File: src/rtl/load_comp_arbiter.sv
// Load-completion arbiter: buffers load results from the LSQ forwarding path and
// the data-memory path in two small FIFOs and offers one result per cycle to the
// MEM/complete pipeline register, round-robin when both sources have entries.
module load_comp_arbiter #(
    parameter int unsigned DW    = 32,
    parameter int unsigned DEPTH = 2
) (
    input  logic          clk,
    input  logic          rst,
    input  logic          flush,
    input  logic          lsq_valid,
    input  logic [DW-1:0] lsq_data,
    input  logic [DW-1:0] lsq_pc,
    output logic          lsq_ready,
    input  logic          mem_valid,
    input  logic [DW-1:0] mem_data,
    input  logic [DW-1:0] mem_pc,
    output logic          mem_ready,
    output logic          out_valid,
    output logic          out_from_lsq,
    output logic [DW-1:0] out_data,
    output logic [DW-1:0] out_pc,
    input  logic          out_ready
);

    localparam int unsigned AW = $clog2(DEPTH);
    localparam int unsigned CW = $clog2(DEPTH) + 1;

    // Queue storage (no reset: pointers and counts define what is valid)
    logic [DW-1:0] lsq_data_q [DEPTH];
    logic [DW-1:0] lsq_pc_q   [DEPTH];
    logic [DW-1:0] mem_data_q [DEPTH];
    logic [DW-1:0] mem_pc_q   [DEPTH];

    logic [AW-1:0] lsq_rptr_q, lsq_rptr_d, lsq_wptr_q, lsq_wptr_d;
    logic [AW-1:0] mem_rptr_q, mem_rptr_d, mem_wptr_q, mem_wptr_d;
    logic [CW-1:0] lsq_count_q, lsq_count_d, mem_count_q, mem_count_d;

    // 1 = LSQ queue was granted at the last pop
    logic last_lsq_q, last_lsq_d;
    // Grant frozen while the offered result is stalled by out_ready=0
    logic hold_q, hold_d, hold_lsq_q, hold_lsq_d;

    logic lsq_ne, mem_ne, grant_lsq;
    logic lsq_push, mem_push, lsq_pop, mem_pop, do_pop;

    function automatic logic [AW-1:0] ptr_inc(input logic [AW-1:0] p);
        return (p == AW'(DEPTH - 1)) ? '0 : p + 1'b1;
    endfunction

    assign lsq_ne    = (lsq_count_q != '0);
    assign mem_ne    = (mem_count_q != '0);
    assign lsq_ready = (lsq_count_q < CW'(DEPTH));
    assign mem_ready = (mem_count_q < CW'(DEPTH));
    assign out_valid = lsq_ne || mem_ne;

    assign lsq_push = lsq_valid && lsq_ready;
    assign mem_push = mem_valid && mem_ready;
    assign do_pop   = out_valid && out_ready;
    assign lsq_pop  = do_pop && grant_lsq;
    assign mem_pop  = do_pop && !grant_lsq;

    // Grant selection: held grant, else round-robin on a tie, else the non-empty queue
    always_comb begin
        grant_lsq = 1'b0;
        if (hold_q) begin
            grant_lsq = hold_lsq_q;
        end else if (lsq_ne && mem_ne) begin
            grant_lsq = !last_lsq_q;
        end else begin
            grant_lsq = lsq_ne;
        end
    end

    // Output mux from the granted queue head; zero when nothing is offered
    always_comb begin
        out_from_lsq = 1'b0;
        out_data     = '0;
        out_pc       = '0;
        if (out_valid) begin
            out_from_lsq = grant_lsq;
            if (grant_lsq) begin
                out_data = lsq_data_q[lsq_rptr_q];
                out_pc   = lsq_pc_q[lsq_rptr_q];
            end else begin
                out_data = mem_data_q[mem_rptr_q];
                out_pc   = mem_pc_q[mem_rptr_q];
            end
        end
    end

    // LSQ queue pointer/count next state; flush overrides push and pop
    always_comb begin
        lsq_rptr_d  = lsq_rptr_q;
        lsq_wptr_d  = lsq_wptr_q;
        lsq_count_d = lsq_count_q;
        if (flush) begin
            lsq_rptr_d  = '0;
            lsq_wptr_d  = '0;
            lsq_count_d = '0;
        end else begin
            if (lsq_push) lsq_wptr_d = ptr_inc(lsq_wptr_q);
            if (lsq_pop)  lsq_rptr_d = ptr_inc(lsq_rptr_q);
            if (lsq_push && !lsq_pop) begin
                lsq_count_d = lsq_count_q + 1'b1;
            end else if (!lsq_push && lsq_pop) begin
                lsq_count_d = lsq_count_q - 1'b1;
            end
        end
    end

    // MEM queue pointer/count next state; flush overrides push and pop
    always_comb begin
        mem_rptr_d  = mem_rptr_q;
        mem_wptr_d  = mem_wptr_q;
        mem_count_d = mem_count_q;
        if (flush) begin
            mem_rptr_d  = '0;
            mem_wptr_d  = '0;
            mem_count_d = '0;
        end else begin
            if (mem_push) mem_wptr_d = ptr_inc(mem_wptr_q);
            if (mem_pop)  mem_rptr_d = ptr_inc(mem_rptr_q);
            if (mem_push && !mem_pop) begin
                mem_count_d = mem_count_q + 1'b1;
            end else if (!mem_push && mem_pop) begin
                mem_count_d = mem_count_q - 1'b1;
            end
        end
    end

    // Arbitration state: last grant moves only on a pop, hold tracks a stall
    always_comb begin
        last_lsq_d = last_lsq_q;
        hold_d     = 1'b0;
        hold_lsq_d = hold_lsq_q;
        if (flush) begin
            last_lsq_d = 1'b0;
        end else begin
            if (do_pop) last_lsq_d = grant_lsq;
            if (out_valid && !out_ready) begin
                hold_d     = 1'b1;
                hold_lsq_d = grant_lsq;
            end
        end
    end

    // Control state registers
    always_ff @(posedge clk or posedge rst) begin
        if (rst) begin
            lsq_rptr_q  <= '0;
            lsq_wptr_q  <= '0;
            lsq_count_q <= '0;
            mem_rptr_q  <= '0;
            mem_wptr_q  <= '0;
            mem_count_q <= '0;
            last_lsq_q  <= 1'b0;
            hold_q      <= 1'b0;
            hold_lsq_q  <= 1'b0;
        end else begin
            lsq_rptr_q  <= lsq_rptr_d;
            lsq_wptr_q  <= lsq_wptr_d;
            lsq_count_q <= lsq_count_d;
            mem_rptr_q  <= mem_rptr_d;
            mem_wptr_q  <= mem_wptr_d;
            mem_count_q <= mem_count_d;
            last_lsq_q  <= last_lsq_d;
            hold_q      <= hold_d;
            hold_lsq_q  <= hold_lsq_d;
        end
    end

    // Queue payload writes on push
    always_ff @(posedge clk) begin
        if (lsq_push) begin
            lsq_data_q[lsq_wptr_q] <= lsq_data;
            lsq_pc_q[lsq_wptr_q]   <= lsq_pc;
        end
        if (mem_push) begin
            mem_data_q[mem_wptr_q] <= mem_data;
            mem_pc_q[mem_wptr_q]   <= mem_pc;
        end
    end

endmodule

File: config.mk
export PLATFORM = sky130hd
export DESIGN_NAME = load_comp_arbiter
export DESIGN_NICKNAME = d
export VERILOG_FILES = /design/src/rtl/load_comp_arbiter.sv
export SDC_FILE = /design/constraint.sdc
export NUM_CORES = 1
export LEC_CHECK = 0
export CAP_MARGIN = 20
export CORE_ASPECT_RATIO = 0.5
export CORE_MARGIN = 3
export CORE_UTILIZATION = 44
export CTS_CLUSTER_DIAMETER = 40
export DETAILED_ROUTE_END_ITERATION = 8
export PLACE_DENSITY_LB_ADDON = 0.12
export SLEW_MARGIN = 20
export SYNTH_ARGS = -nofsm -noshare
export SYNTH_HDL_FRONTEND = slang
export SYNTH_SLANG_ARGS = --single-unit
File: constraint.sdc
create_clock -name clk -period 5.27 [get_ports clk]
set_clock_uncertainty 0.1 [all_clocks]
set_input_delay 0.7905 -clock clk [delete_from_list [all_inputs] [get_ports clk]]
set_output_delay 0.7905 -clock clk [all_outputs]
set_load 0.01 [all_outputs]
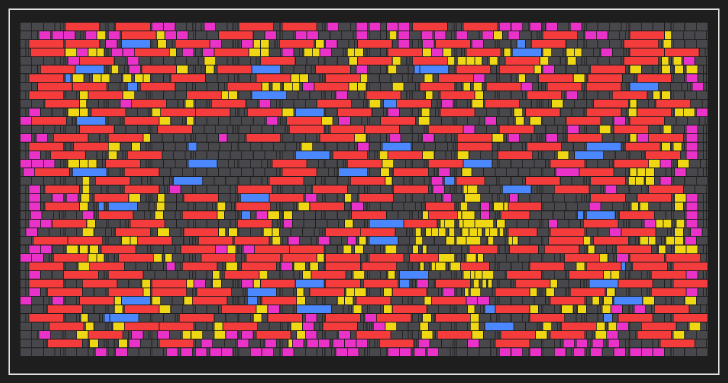
**Above:** placement by cell class.
Fill, decap, tap and diode cells in grey.
legend:
  registers:
    colour: red
    cells: 267
  remaining logic cells:
    colour: yellow
    cells: 309
  clock drivers and dummy loads:
    colour: blue
    cells: 49
  remaining buffers and delay cells:
    colour: magenta
    cells: 211

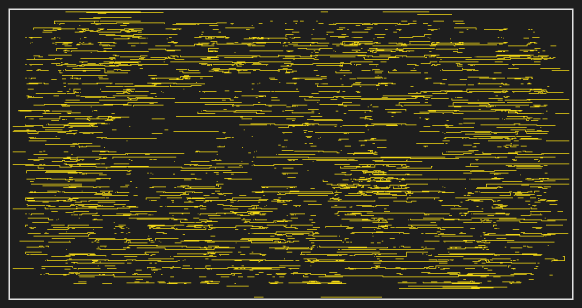
**Above:** signal wires on met1.
share of all routed wire: 45%
main direction: horizontal
wire length on this layer: 10600 microns
nets with wire on the layer: 876
longest straight run: 51.5 microns
met1 Use GR: 23.7%
drt total wl: 23400 microns

==> flow_summary.json <==
{
  "p_comb_share_pct": 39.7,
  "ys_ff": 267,
  "clkTransAtPathRegs_ns": 0.06,
  "cts_hold_buf": 0,
  "synthAoiAreaFrac_pct": 10.0,
  "yosys.area.top_type_share_pct": 72.9,
  "io_pins": 202,
  "layout-drive-gt1-share_pct": 8.01,
  "synthToLayoutAreaGrowth_pct": 30.6,
  "p_clk_share_pct": 24.6,
  "drv_cap": 0,
  "holdWs_ns": 0.459,
  "setup_viol": 0,
  "grt_pass1_wl_microns": 35400,
  "cts_setup_buffers": 0,
  "ys_sh_mux_pct": 6.17,
  "post_cts_resized": 0,
  "fin_crit_sh_pct": 83.9,
  "largest_area_cell": "edfxtp_1",
  "yosys_warnings": 0,
  "design.core.area_sq_um": 23200,
  "power.density_nw_per_um2": 616,
  "cts_sinks": 267,
  "slew_violations": 0,
  "insertion_delay_ns": 0.53,
  "intPower_w": 0.00564,
  "final_core_util_pct": 59.4,
  "simple_gate_area_share_pct": 5.20,
  "p_total_w": 0.00849,
  "hold_viol": 0,
  "dr.pass1.iters": 5,
  "ys_seq_share_pct": 75.5,
  "max_freq_mhz": 226,
  "worst-path-max-fanout": 54,
  "fp.dieH_microns": 115,
  "vdd_drop_max_v": 0.000406,
  "worstHoldPathCells": 2,
  "crit_path_end_kind": "output pin",
  "grt_max_degree": 101,
  "grt_overflow": 0,
  "rsz0062_at_grt": "false",
  "min_to": "hold_lsq_q",
  "stdcell_count": 1143,
  "seq_power_share_pct": 35.7,
  "async_reset_ff_share_pct": 4.12,
  "drt_iter0_markers": 389,
  "initCoreUtil_pct": 45.5,
  "top_logic_kind": "AND-OR/OR-AND gates",
  "r2r_end": "lsq_data_q[0][8]",
  "reg2reg_from": "lsq_count_q[1]",
  "hold_path_class": "register to register",
  "htree_num_levels": 1,
  "warnings": 28,
  "lay_top_cells": "256 x edfxtp_1, 201 x clkdlybuf4s50_1, 129 x a211oi_1",
  "rr_worst_depth": 3,
  "yosysUniqueCellTypes": 32,
  "post-dp-hpwl_microns": 14200,
  "vias_per_cell": 5.33,
  "cts_root_buf": "clkbuf_16",
  "rows": 39,
  "drc": 0,
  "setup-tns-final_ns": 0,
  "vias": 6091,
  "flop_cell": "edfxtp_1",
  "fp_nets": 756,
  "syn_area_sq_um": 10500,
  "yosys_area_sq_um": 10500,
  "cp.required_ns": 4.38,
  "start_kind": "register",
  "finalWeightedCongestion": 0.726,
  "hp-start": "hold_lsq_q",
  "io_buffers": 201,
  "grt_pass1_vias": 6326,
  "crit_type": "register to output pin",
  "cts_tree": "built",
  "regToRegSetupSlack_ns": 2.83,
  "lay_top_count": "edfxtp_1",
  "antenna_left": 0,
  "topCellsByArea": "edfxtp_1 73%, a211oi_1 9.2%, mux2i_1 6.2%",
  "cts_buffer_depth": 3,
  "xor_area_share_pct": 0.498,
  "status": "completed",
  "sw_frac_of_total_pct": 33.5,
  "antenna_found_initial": 1,
  "switchingPower_w": 0.00285,
  "period_needed_ns": 4.42,
  "ys_cells": 622,
  "postSynthAreaPerCell_sq_um": 17.0,
  "post-place-cells": 1094,
  "netlist_instances": 622,
  "leakagePower_nw": 4.45
}
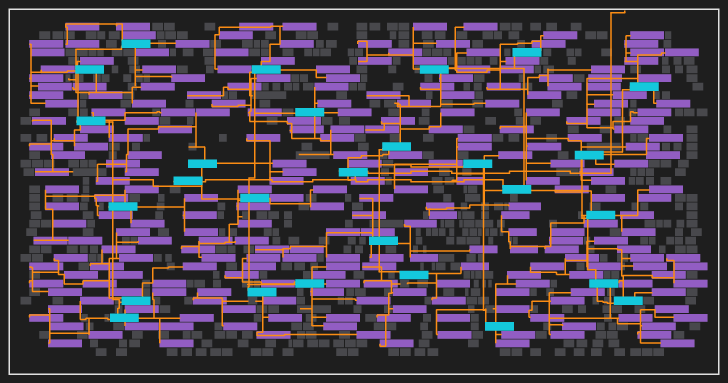
**Above:** clock wires, drivers and flops.
legend:
  flip-flops:
    colour: purple
    count: 267
  clock wires:
    colour: orange
    length: 3300 microns
  clock-net drivers:
    colour: cyan
    count: 27
routed clock nets: 28
flops lie: all over the die

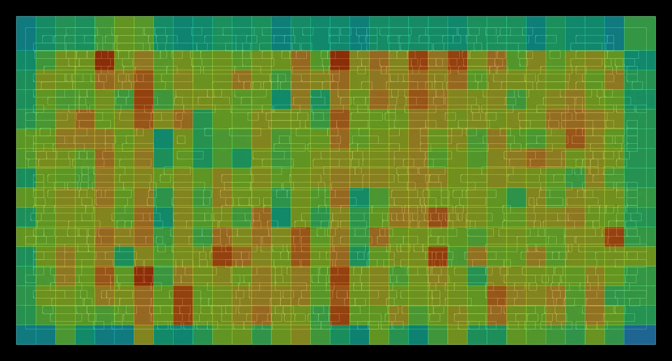
**Above:** congestion heat map.
met3 Usage GRT: 3.42%
GRT Total Usage: 17.7%
gr busiest metal: met2
WL/cell: 20.5 microns

-- synthesized netlist by cell type, drive strengths merged, types with 2 or more instances --
library cell and instances:
nor3 2, nor2 10, and2 2, nand3 2, inv 4, o21ai 2, nand2 3, a211oi 129
xor2 2, or3 2, dfrtp 11, xnor2 4, edfxtp 256, a21oi 3, mux2i 65, clkbuf 19
nor2b 68, buf 27
-- layout make-up --
| class | instances | area, sq um |
|---|---|---|
| tap | 307 | 384 |
| fill | 1818 | 9400 |
| sequential | 267 | 7970 |
| inverter | 4 | 15.0 |
| timing repair buffer | 211 | 2100 |
| clock inverter | 22 | 294 |
| multi-input combinational | 305 | 2340 |
| clock buffer | 27 | 676 |
-- per-stage QoR --
| stage | setup slack (ns) | cell area [sq um] |
|---|---|---|
| 6_report | 0.847 | 13800 |
| 5_1_grt | 0.631 | 13800 |
| 4_1_cts | 0.759 | 13800 |
| 3_5_place_dp | 1.34 | 12800 |
| 3_3_place_gp | 1.39 | 12800 |
| 2_1_floorplan | 0.735 | 10500 |
-- sequential cells by signal, summed over array words and instances, names as in the netlist --
register     count
mem_data_q      64
hold_lsq_q       1
mem_rptr_q       1
mem_count_q      2
lsq_count_q      2
hold_q           1
last_lsq_q       1
lsq_pc_q        64
mem_pc_q        64
mem_wptr_q       1
lsq_wptr_q       1
lsq_rptr_q       1
lsq_data_q      64
-- critical path: stages (launching register included) --
cell and delay (ns):
dfrtp_1 0.45, nor2_1 0.27, o31a_2 0.61, buf_4 0.60, a211oi_1 0.11, a211oi_1 0.34, clkdlybuf4s50_1 0.60
-- metal layers --
metal	routed length [microns]	track usage, %	up-vias
met3	927	3.42	34
met4	387	3.17	2
met1	10600	23.7	3055
li1	-	-	2882
met2	11500	31.1	118
met5	13	0	-
-- kinds of logic (layout without fill, tap and decap cells) --
logic type	Yosys count	in the layout
AOI/OAI and AO/OA	141	141
xor gates and xnor gates	6	6
buffers and inverters	50	264
DFF	267	267
muxes	65	65
and+or+nand+nor	93	93
-- worst max-delay path by stage --
stage / from / depth (start not counted) / end
2_1_floorplan: mem_valid / 2 / mem_data_q[0][0]
3_3_place_gp: lsq_count_q[0] / 6 / out_pc[2]
3_5_place_dp: lsq_count_q[0] / 6 / out_pc[2]
4_1_cts: lsq_count_q[0] / 6 / out_pc[2]
5_1_grt: lsq_count_q[0] / 6 / out_pc[2]
6_report: lsq_count_q[0] / 6 / out_pc[2]
-- power groups by stage --
stage	combinational (W)	clock, W	sequential [W]
3_3_place_gp	0.00341	0	0.00307
2_1_floorplan	0.00199	0	0.00290
3_5_place_dp	0.00342	0	0.00309
5_1_grt	0.00364	0.00222	0.00308
6_report	0.00337	0.00208	0.00303
4_1_cts	0.00344	0.00213	0.00304
Power and IR drop assume default switching activity.
